==> config.mk <==
export PLATFORM = sky130hd
export DESIGN_NAME = fetch_pc_unit
export DESIGN_NICKNAME = d
export VERILOG_FILES = /design/src/rtl/fetch_pc_unit_pkg.sv /design/src/rtl/fetch_pc_unit_npc_select.sv /design/src/rtl/fetch_pc_unit.sv
export SDC_FILE = /design/constraint.sdc
export NUM_CORES = 1
export LEC_CHECK = 0
export CORE_ASPECT_RATIO = 0.7
export CORE_MARGIN = 3
export CORE_UTILIZATION = 30
export DETAILED_ROUTE_END_ITERATION = 10
export PLACE_DENSITY = 0.61
export SYNTH_ARGS = -nofsm -noshare
export SYNTH_HDL_FRONTEND = slang
export SYNTH_SLANG_ARGS = --single-unit
export TNS_END_PERCENT = 10
==> constraint.sdc <==
create_clock -name clk -period 4.1 [get_ports clk]
set_clock_uncertainty 0.05 [all_clocks]
set_input_delay 0.41 -clock clk [delete_from_list [all_inputs] [get_ports clk]]
set_output_delay 0.41 -clock clk [all_outputs]
set_load 0.05 [all_outputs]
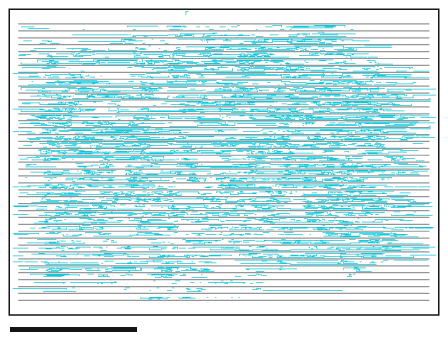
**Above:** M1 wires.
Scale bar: 50 um. Supply wires on this layer in grey.
longest straight run: 56.1 um
nets with wire on the layer: 1,237
share of all routed wire: 44%
met1 GRT Util: 36.7%
vias: 8,025
Routed WL: 28,500 um

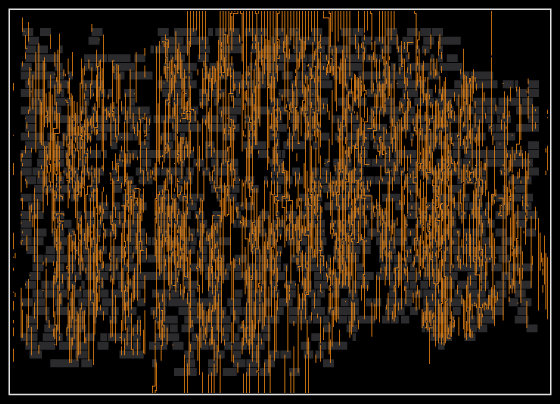
**Above:** metal 2.
longest straight run: 57.5 um
main direction: vertical
nets with wire on the layer: 1,223
share of all routed wire: 46%
met2 Use GR: 46.1%

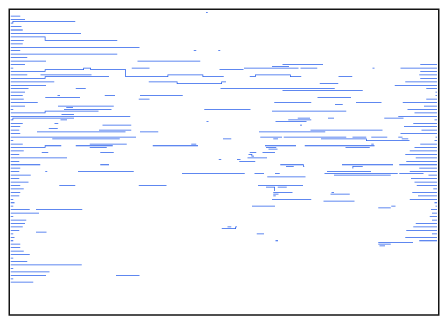
**Above:** the metal 3 layer.
share of all routed wire: 8.5%
wire length on this layer: 2,420 um
longest straight run: 50.4 um
nets with wire on the layer: 214
met3 Usage GRT: 6.19%

==> results.txt <==
flow finished, numbers: status=finished, final reports clean, yosys adder share=8.49%, Simple-Gate Area Share=30.4%, YS chip area=5540 um^2, area grow syn2layout=91.6%, Startpoint Class=input port, Reg2Reg Depth=11, largest net degree at the start of global routing=33, DR top layer=met5, iteration tally of the first detailed-router pass=7, RSZ-0062 raised after global routing=yes, Inverters=15, R2R Setup Slk=1.33 ns, Mean Syn Cell Area=6.87 um^2, crit path max fanout=4, Mux area share=3.02%, Clock H-tree levels=2, Reg clk slew, reported paths=0.05 ns, class of the most critical setup path=input port to primary output, max-slew violation count=0, Tot Pwr=1.96 mW, global-route wire length before repair=44,500 um, Layout Cells excl Fill=1,447, crit-path leading delay family=buffers and inverters, largest stage delay on the critical path=0.33 ns, filler instances=1,656, setup ws final=0.00597 ns, I/O Buffers=211, core area=17,600 um^2, final core occ=60.3%, Top cells by area=dfxtp_1, ha_1, xnor2_1, vias in the first global route=8,130, Critical Path AT=3.63 ns, antenna-violating nets left=0, Reg area=641 um^2, max reg flops=32, pre-CTS WS=-0.886 ns, aoi share=30.6%, sequential power=348 uW, combinational share of cell area=49.6%, placed cells=1,407, Peak VDD IR=0.000152 V, Hold Crit Class=flop to flop, met3 routed WL=2420 um, flip-flops with a built-in enable=0, worst-margin pin slew=0.852 ns, Seq area share=6.03%
Power figures rest on the tool's default switching activity, not on a simulated workload.
